===== config.mk =====
export PLATFORM = sky130hd
export DESIGN_NAME = pwr_cntr_bank
export DESIGN_NICKNAME = d
export VERILOG_FILES = /design/src/rtl/pwr_cntr_bank.sv
export SDC_FILE = /design/constraint.sdc
export NUM_CORES = 1
export LEC_CHECK = 0
export ABC_AREA = 1
export CAP_MARGIN = 20
export CORE_ASPECT_RATIO = 1.4
export CORE_MARGIN = 4
export CORE_UTILIZATION = 45
export DETAILED_ROUTE_END_ITERATION = 10
export PLACE_DENSITY = 0.7
export SETUP_SLACK_MARGIN = 0.5
export SKIP_CTS_REPAIR_TIMING = 1
export SYNTH_ARGS = -nofsm -noshare
export SYNTH_HDL_FRONTEND = slang
export SYNTH_SLANG_ARGS = --single-unit

===== constraint.sdc =====
create_clock -name CLK -period 1.8 [get_ports CLK]
set_input_delay 0.36 -clock CLK [delete_from_list [all_inputs] [get_ports CLK]]
set_output_delay 0.36 -clock CLK [all_outputs]
set_load 0.05 [all_outputs]

===== src/rtl/pwr_cntr_bank.sv =====
// pwr_cntr_bank: per-channel transition counters for library-cell activity
// monitoring. Each SIG bit is compared against its previous sample; every
// change (either direction) bumps that channel's counter while ENB is high.
//
// Optional feature: define PWR_CNTR_SAT_EN to make counters saturate at
// all-ones instead of wrapping. OVF is sticky in both builds.
//
// Read handshake: RD is a single-cycle request with DIR as the address.
// Exactly one cycle later VLD pulses high with DATO (and ERR for an
// out-of-range DIR). There is no ready/backpressure; every RD produces one
// VLD unless RST intervenes, and DATO holds between reads.
module pwr_cntr_bank #(
  parameter int NCH = 5,
  parameter int CW  = 32
) (
  input  logic          CLK,
  input  logic          RST,
  input  logic          ENB,
  input  logic [NCH-1:0] SIG,
  input  logic          CLR,
  input  logic          RD,
  input  logic [2:0]    DIR,
  output logic [CW-1:0] DATO,
  output logic          VLD,
  output logic          ERR,
  output logic [NCH-1:0] OVF,
  output logic          DBG_ST
);

`ifdef PWR_CNTR_SAT_EN
  localparam bit SAT = 1'b1;
`else
  localparam bit SAT = 1'b0;
`endif

  typedef enum logic {
    ST_PRIME = 1'b0,
    ST_RUN   = 1'b1
  } state_t;

  state_t         state;
  state_t         state_nxt;
  logic           count_ok;
  logic [NCH-1:0] prev_sig;
  logic [NCH-1:0] trans;
  logic [CW-1:0]  cnt [NCH];
  logic [CW-1:0]  rd_data;
  logic           addr_ok;

  assign DBG_ST = state;
  assign trans  = SIG ^ prev_sig;

  // State register: PRIME for one cycle after reset, then RUN forever.
  always_ff @(posedge CLK) begin
    if (RST) state <= ST_PRIME;
    else     state <= state_nxt;
  end

  // Next state and count qualifier; PRIME only loads the previous samples.
  always_comb begin
    state_nxt = state;
    count_ok  = 1'b0;
    case (state)
      ST_PRIME: state_nxt = ST_RUN;
      ST_RUN:   count_ok  = ENB & ~CLR;
      default:  state_nxt = ST_PRIME;
    endcase
  end

  // Previous-sample registers track SIG every cycle regardless of ENB.
  always_ff @(posedge CLK) begin
    if (RST) prev_sig <= '0;
    else     prev_sig <= SIG;
  end

  // Counters and sticky overflow flags; CLR beats a coincident transition.
  always_ff @(posedge CLK) begin
    if (RST || CLR) begin
      OVF <= '0;
      for (int i = 0; i < NCH; i++) cnt[i] <= '0;
    end else begin
      for (int i = 0; i < NCH; i++) begin
        if (count_ok && trans[i]) begin
          if (cnt[i] == '1) begin
            OVF[i] <= 1'b1;
            cnt[i] <= SAT ? cnt[i] : '0;
          end else begin
            cnt[i] <= cnt[i] + CW'(1);
          end
        end
      end
    end
  end

  // Read mux: selects the pre-update counter value, zero for a bad address.
  always_comb begin
    rd_data = '0;
    addr_ok = 1'b0;
    for (int i = 0; i < NCH; i++) begin
      if (int'(DIR) == i) begin
        rd_data = cnt[i];
        addr_ok = 1'b1;
      end
    end
  end

  // Read response register: fixed one-cycle latency, DATO held between reads.
  always_ff @(posedge CLK) begin
    if (RST) begin
      DATO <= '0;
      VLD  <= 1'b0;
      ERR  <= 1'b0;
    end else begin
      VLD <= RD;
      ERR <= RD & ~addr_ok;
      if (RD) DATO <= rd_data;
    end
  end

endmodule


Fig. 1: run 1, sequential cells coloured by netlist name
Other sequential cells in the stronger grey, the rest of the logic in the fainter grey.
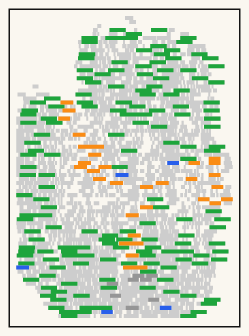
[`DATO`] orange | sequential cells: 32
[`OVF`] blue | sequential cells: 5
[`cnt`] green | sequential cells: 160 | where: spread over the die
Flop+latch power: 5.48 mW
Seq area share: 0.3037

Fig. 2: run 1, cell outlines without signal wires
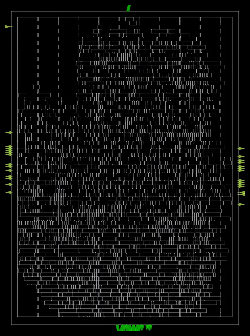
Fillers: 2352
Post-Route Utilization: 0.6418
Tap Count: 385
Non-Filler Instances: 2507
row cnt: 75

==> impl_metrics.toml, run 1 <==
# implementation run metrics
[critical_path]
worstSetupStartpointType = "flop"
ff2ff_setup_slack_ns = -0.11
arrival_ns = 2.19
critPathLaunch = "cnt[2][12]$_SDFFCE_PN0P_"
crit_fanout = 8
critPathCaptureType = "flop"
crit_chain = "nand2_1 -> nor2_1 -> nand2_1 -> nor2_4 -> nand2_2 -> nand3_4 -> clkbuf_16 -> a21oi_2"
cp_top_family = "simple AND/OR/NAND/NOR gates"
path_class = "reg -> reg"

[detailed_routing]
dr.pass1.iters = 8
drt_iter0_drc = 1462
antenna_left = 0
drc = 0

[pwr]
power.density_nw_per_um2 = 636.9
finalPower_mw = 12.20
leakagePower_nw = 6.909

[clock_tree]
clkTransAtPathRegs_ns = 0.07
cts_tree = "yes"
clock.latency.late_pin_ns = 0.53
root_buffer = "clkbuf_16"

[final_timing]
hold_viol = 0
fin_worst_skew_ns = 0.01247
maxSlewHeadroom = 0.6922
drv_slew = 0
setup_viol = 34
fin_setup_tns_ns = -2.003
min_period_ns = 1.910
fmax_mhz = 523.6
worst_slack_ns = -0.1099
rsz0062_at_grt = "true"
holdWs_ns = 0.1194

[place]
io_buffer_count = 52
place_area_um2 = 16060
hpwlAfterDp_mm = 34.61
dp_cells = 2383
dp_worst_setup_slack_ns = -0.3477

[yosys]
syn-num-nets = 1828
ys_seq_share = 0.4205
yosys_cells = 1810
syn_area_um2 = 13570
yosys-stat-area_um2 = 13570
synth_warnings = 0
syn_inst = 1810
syn_area_per_cell_um2 = 7.495
ys_ff = 205

[layout]
logic_area_um2 = 8147
layout-drive-gt1-share = 0.3285
area_delta_synth_final_pct = 41.17
fin_area_um2 = 19150
largestRegisters = "cnt: 160 flops, DATO: 32 flops"
n_clock_buffer = 31
seq_area_um2 = 5816
num-nonclk-inverters = 90
logic_gates = 1445
flops = 205
clk_share = 0.04011
comb_area_share = 0.4254

[grt]
grt_pass1_wl_mm = 67.99
grt_overflow = 0

[hold_path]
min_path_type = "in -> reg"
holdPathEnd = "prev_sig[1]$_SDFF_PP0_"
hold-path-cell-count = 3
worstHoldStart = "SIG[1]"

[die]
fp.dieW_um = 154.7
fp_util = 0.4546
die_area_um2 = 33030
num_io_pins = 53
fp.coreArea_um2 = 29840

[run_status]
outcome = "complete, but fails checks"
violations = "negative setup slack"

[run]
tool_warnings = 28
Fig. 3: run 1, wiring heat map
The die is cut into 15 by 21 equal tiles; black is low, pale yellow is high, scaled to the fullest tile. Values are wire area over tile area, all layers added.
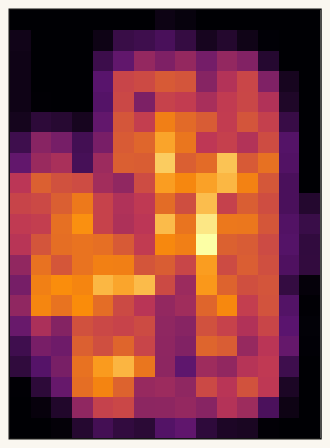
tiles over half the peak: 43%
nearly empty tiles: 17%
emptiest ninth of the die: upper left
wirelength, routed: 50.74 mm
Routed wire per std cell: 20.24 µm
via count: 14470
Tot GR Track Use: 0.2611

Fig. 4: run 1, met3 routing
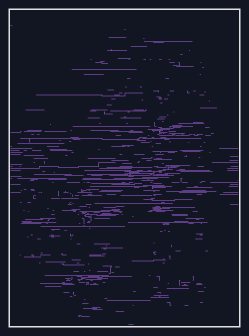
main direction: horizontal
longest straight run: 56.8 µm

[run 1: synth_stat cells (all sizes together)]
cell type  instances  area [µm²]
nor3               3       15.01
o21bai            64       480.5
xnor2             29       254.0
nand4             96       600.6
edfxtp           160        4805
or2               22       137.6
and2               1       6.260
nand3            102       543.0
dfxtp             45       900.9
nor2             356        1444
nand2            544        2064
buf               36       260.3
inv               90       337.8
o21ai              8       40.03
ha                 5       62.56
clkbuf            34       127.6
nor4               1       6.260
a21oi            125       779.5
nand3b            62       465.5
xor2              27       236.5
[run 1: placed cells by master (no fill, tap or decap), drive strengths merged]
cell type,count
o21bai,64
clkdlybuf4s50,4
edfxtp,160
and2,1
clkbuf,50
inv,91
nand2,544
bufinv,2
clkinvlp,1
xor2,27
nor3,3
dfxtp,45
nand3b,62
ha,5
nand4,96
nor4,1
buf,313
xnor2,29
o21ai,8
dlymetal6s2s,5
nand3,102
clkinv,6
a21oi,125
nor2,356
or2,22
[run 1: report_power, final]
part / switching, mW / internal (mW) / total, mW
Combinational: 1.03 / 0.758 / 1.79
Sequential: 0.194 / 5.29 / 5.48
Clock: 2.06 / 2.86 / 4.92
Total: 3.29 / 8.91 / 12.2
[run 1: metal layers]
metal	routed length, µm	global-route usage	vias to the layer above
li1	-	-	6670
met1	17720	0.2961	6766
met2	25290	0.4745	788
met3	3491	0.02726	243
met4	4243	0.1557	0
met5	0	0	-
[run 1: cell families (layout without fill, tap and decap cells)]
family / after synthesis / after routing / synth area share
flops: 205 / 205 / 0.4205
simple gates: 1187 / 1187 / 0.3894
buf+inv: 160 / 472 / 0.05349
xor+xnor: 56 / 56 / 0.03615
fa+ha+maj: 5 / 5 / 0.004611
compound gates: 197 / 197 / 0.09582
Fig. 5: run 1, port wiring
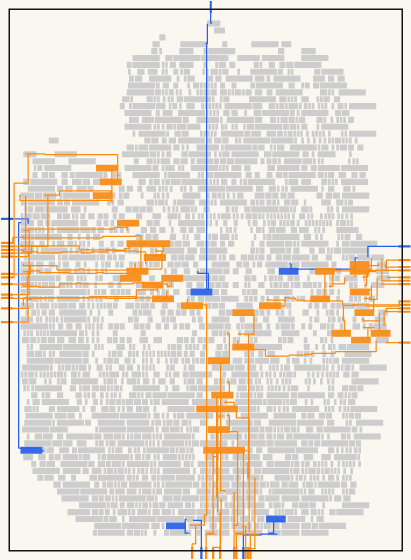

==> run 2: changes to the inputs <==
--- a/config.mk
+++ b/config.mk
@@ -9,9 +9,9 @@
 export CAP_MARGIN = 20
 export CORE_ASPECT_RATIO = 1.4
 export CORE_MARGIN = 4
-export CORE_UTILIZATION = 45
+export CORE_UTILIZATION = 39
 export DETAILED_ROUTE_END_ITERATION = 10
-export PLACE_DENSITY = 0.7
+export HOLD_SLACK_MARGIN = 0.1
 export SETUP_SLACK_MARGIN = 0.5
 export SKIP_CTS_REPAIR_TIMING = 1
 export SYNTH_ARGS = -nofsm -noshare
Fig. 6: run 2, port wiring
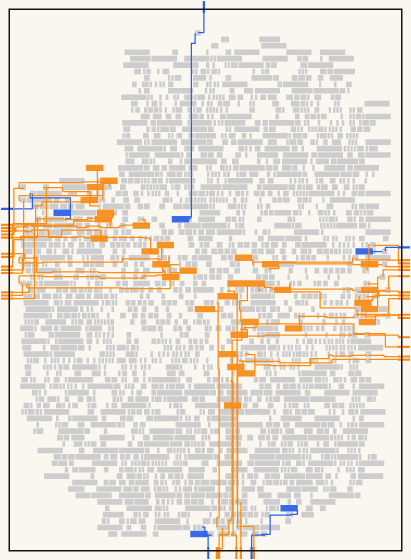
[`DATO`] orange | bits: 32 | direction: output | end cells: 32 | buffers: 32 | wire: 2230 µm
[`OVF`] blue | bits: 5 | direction: output | end cells: 5 | buffers: 5 | wire: 202 µm
IO buf count: 52
Ports: 53

==> run 2 against run 1 <==
Compared with the run above:
- the run now ends clean
- synthesized cell count did not move
- combinational power fell by 7%
- sequential power barely moved
- hold slack improved by 0.22 ns
- non-clock buffer count fell by 11
- register-to-register slack improved by 0.17 ns
- critical path depth did not move
- first-iteration DRC count fell by 21%
- power fell by 0.71%
- core utilization fell by 10 points
- sequential share of layout area rose by 0.45 points
==> impl_metrics.toml, run 2 <==
# implementation run metrics
[yosys]
yosys_cells = 1810
yosys.area.top_type = "edfxtp_1"
ys_ff = 205
syn_area_per_cell_um2 = 7.495
synthDominantCellAreaShare = 0.3541
edf_count = 160
adder_share = 0.004611
ys_sh_mux = 0
syn-num-nets = 1828
synthTopLogicFamily = "simple AND/OR/NAND/NOR gates"
synthAoiAreaFrac = 0.09582
synth_warnings = 0
common_cells = "537 x nand2_1, 331 x nor2_1, 160 x edfxtp_1"
syn_inst = 1810
ys_sh_simple = 0.3894
ff_type = "edfxtp_1"
async_flop_share = 0
syn_area_um2 = 13570
area_leaders = "edfxtp_1 35%, nand2_1 15%, nor2_1 9.2%"
yosys-stat-area_um2 = 13570
ys_sh_xor = 0.03615
ys_seq_share = 0.4205
synth_top_cell_by_count = "nand2_1"

[layout]
lay_top_cells = "519 x nand2_1, 266 x buf_4, 232 x nor2_1"
lay_top_count = "nand2_1"
logic_area_um2 = 8094
largest_reg_flops = 160
fin_area_um2 = 18560
seq_area_um2 = 5720
area_delta_synth_final_pct = 36.82
fillers = 3182
largestRegisters = "cnt: 160 flops, DATO: 32 flops"
layout-drive-gt1-share = 0.3064

[pwr]
leakagePower_nw = 6.619
p_clk_frac = 0.410
swShare = 0.2701
p_seq_frac = 0.452
pwr-share-comb = 0.137
power_switching_mw = 3.271
power.density_nw_per_um2 = 652.5
p_int_mw = 8.841

[critical_path]
path_class = "in -> reg"
worstSetupStartpointType = "primary input"
cp_top_family = "buffers and inverters"
critPathLaunch = "CLR"
ff2ff_setup_slack_ns = 0.06
critPathCaptureType = "flop"
crit_chain = "clkdlybuf4s50_1 -> nand3b_1 -> a21oi_4 -> buf_6 -> buf_12 -> nand3_4 -> clkbuf_16 -> a21oi_4"
crit_fanout = 8
arrival_ns = 2.12
cp.required_ns = 2.18

[final_timing]
drv_slew = 0
rsz0062_at_grt = "true"
min_period_ns = 1.741
tightest_slew_ns = 0.4651
fin_worst_skew_ns = 0.01249
fmax_mhz = 574.5
setup_viol = 0
hold_viol = 0
maxSlewHeadroom = 0.6899
worst_slack_ns = 0.05932
holdWs_ns = 0.3398

[run]
tool_warnings = 28

[grt]
grt_pass1_wl_mm = 71.08
track_usage = 0.2359
grt_overflow = 0

[place]
place_area_um2 = 16270
dp_worst_setup_slack_ns = -0.4287
dp_cells = 2468
hpwlAfterDp_mm = 36.28

[detailed_routing]
vias = 13760
antenna_left = 0
drc = 0
wl_per_cell_um = 19.19
drt_iter0_drc = 1157
wl_mm = 49.24
dr.pass1.iters = 5

[die]
die_area_um2 = 37880
fp.coreArea_um2 = 34230
fp_util = 0.3963
fp.dieW_um = 165.6

[clock_tree]
root_buffer = "clkbuf_16"
clkTransAtPathRegs_ns = 0.06
cts_tree = "yes"

[hold_path]
worstHoldStart = "RST"
min_path_type = "in -> reg"
hold-path-cell-count = 3

[run_status]
outcome = "complete, no violations"
Fig. 7: run 2, cell outlines without signal wires
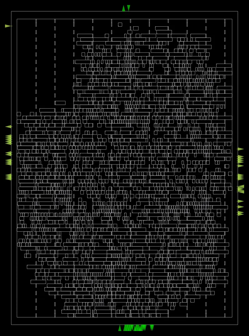
row cnt: 80
Seq area share: 0.3082
Post-Route Utilization: 0.5422
Non-Filler Instances: 2566
Seq cells: 205

run 2: cells by family after synthesis:
family | after synthesis
AND/OR/NAND/NOR | 1187
flip-flops | 205
AND-OR/OR-AND | 197
buffers and inverters | 160
XOR/XNOR | 56
adder cells (fa/ha/maj) | 5
run 2: tightest hold or removal path: stages:
cell,delay [ns]
buf_2,0.12
buf_4,0.26
inv_1,0.09
run 2: worst paths after layout:
path | to
max | cnt[1][31]$_SDFFCE_PN0P_
min | DBG_ST$_DFF_P_
max reg2reg | cnt[4][2]$_SDFFCE_PN0P_
min reg2reg | OVF[2]$_SDFFE_PN0P_
run 2: power groups by stage:
stage	registers, mW	logic, mW	clock network [mW]
2_1_floorplan	5.70	0.593	0
3_3_place_gp	5.57	1.47	0
3_5_place_dp	5.58	1.49	0
4_1_cts	5.48	1.50	5.04
5_1_grt	5.50	1.76	5.21
6_report	5.48	1.66	4.97
run 2: stage by stage:
step	TNS [ns]	total power, mW
3_3_place_gp	-85.91	7.047
6_report	0	12.11
4_1_cts	-0.0005811	12.02
2_1_floorplan	0	6.296
3_5_place_dp	-92.94	7.071
5_1_grt	0	12.47
run 2: metal layers:
metal / share of wire / GRT usage
met5: 0 / 0
met4: 0.068 / 0.1230
met3: 0.045 / 0.02024
met2: 0.50 / 0.4207
met1: 0.38 / 0.2823
run 2: area by class of cell:
cell class	instances	share of cell area
timing repair buffer	330	0.1645
clock inverter	10	0.004247
clock buffer	35	0.03795
tap	451	0.03040
inverter	90	0.01867
sequential	205	0.3082
multi-input combinational	1445	0.4361
Power and IR drop assume default switching activity.
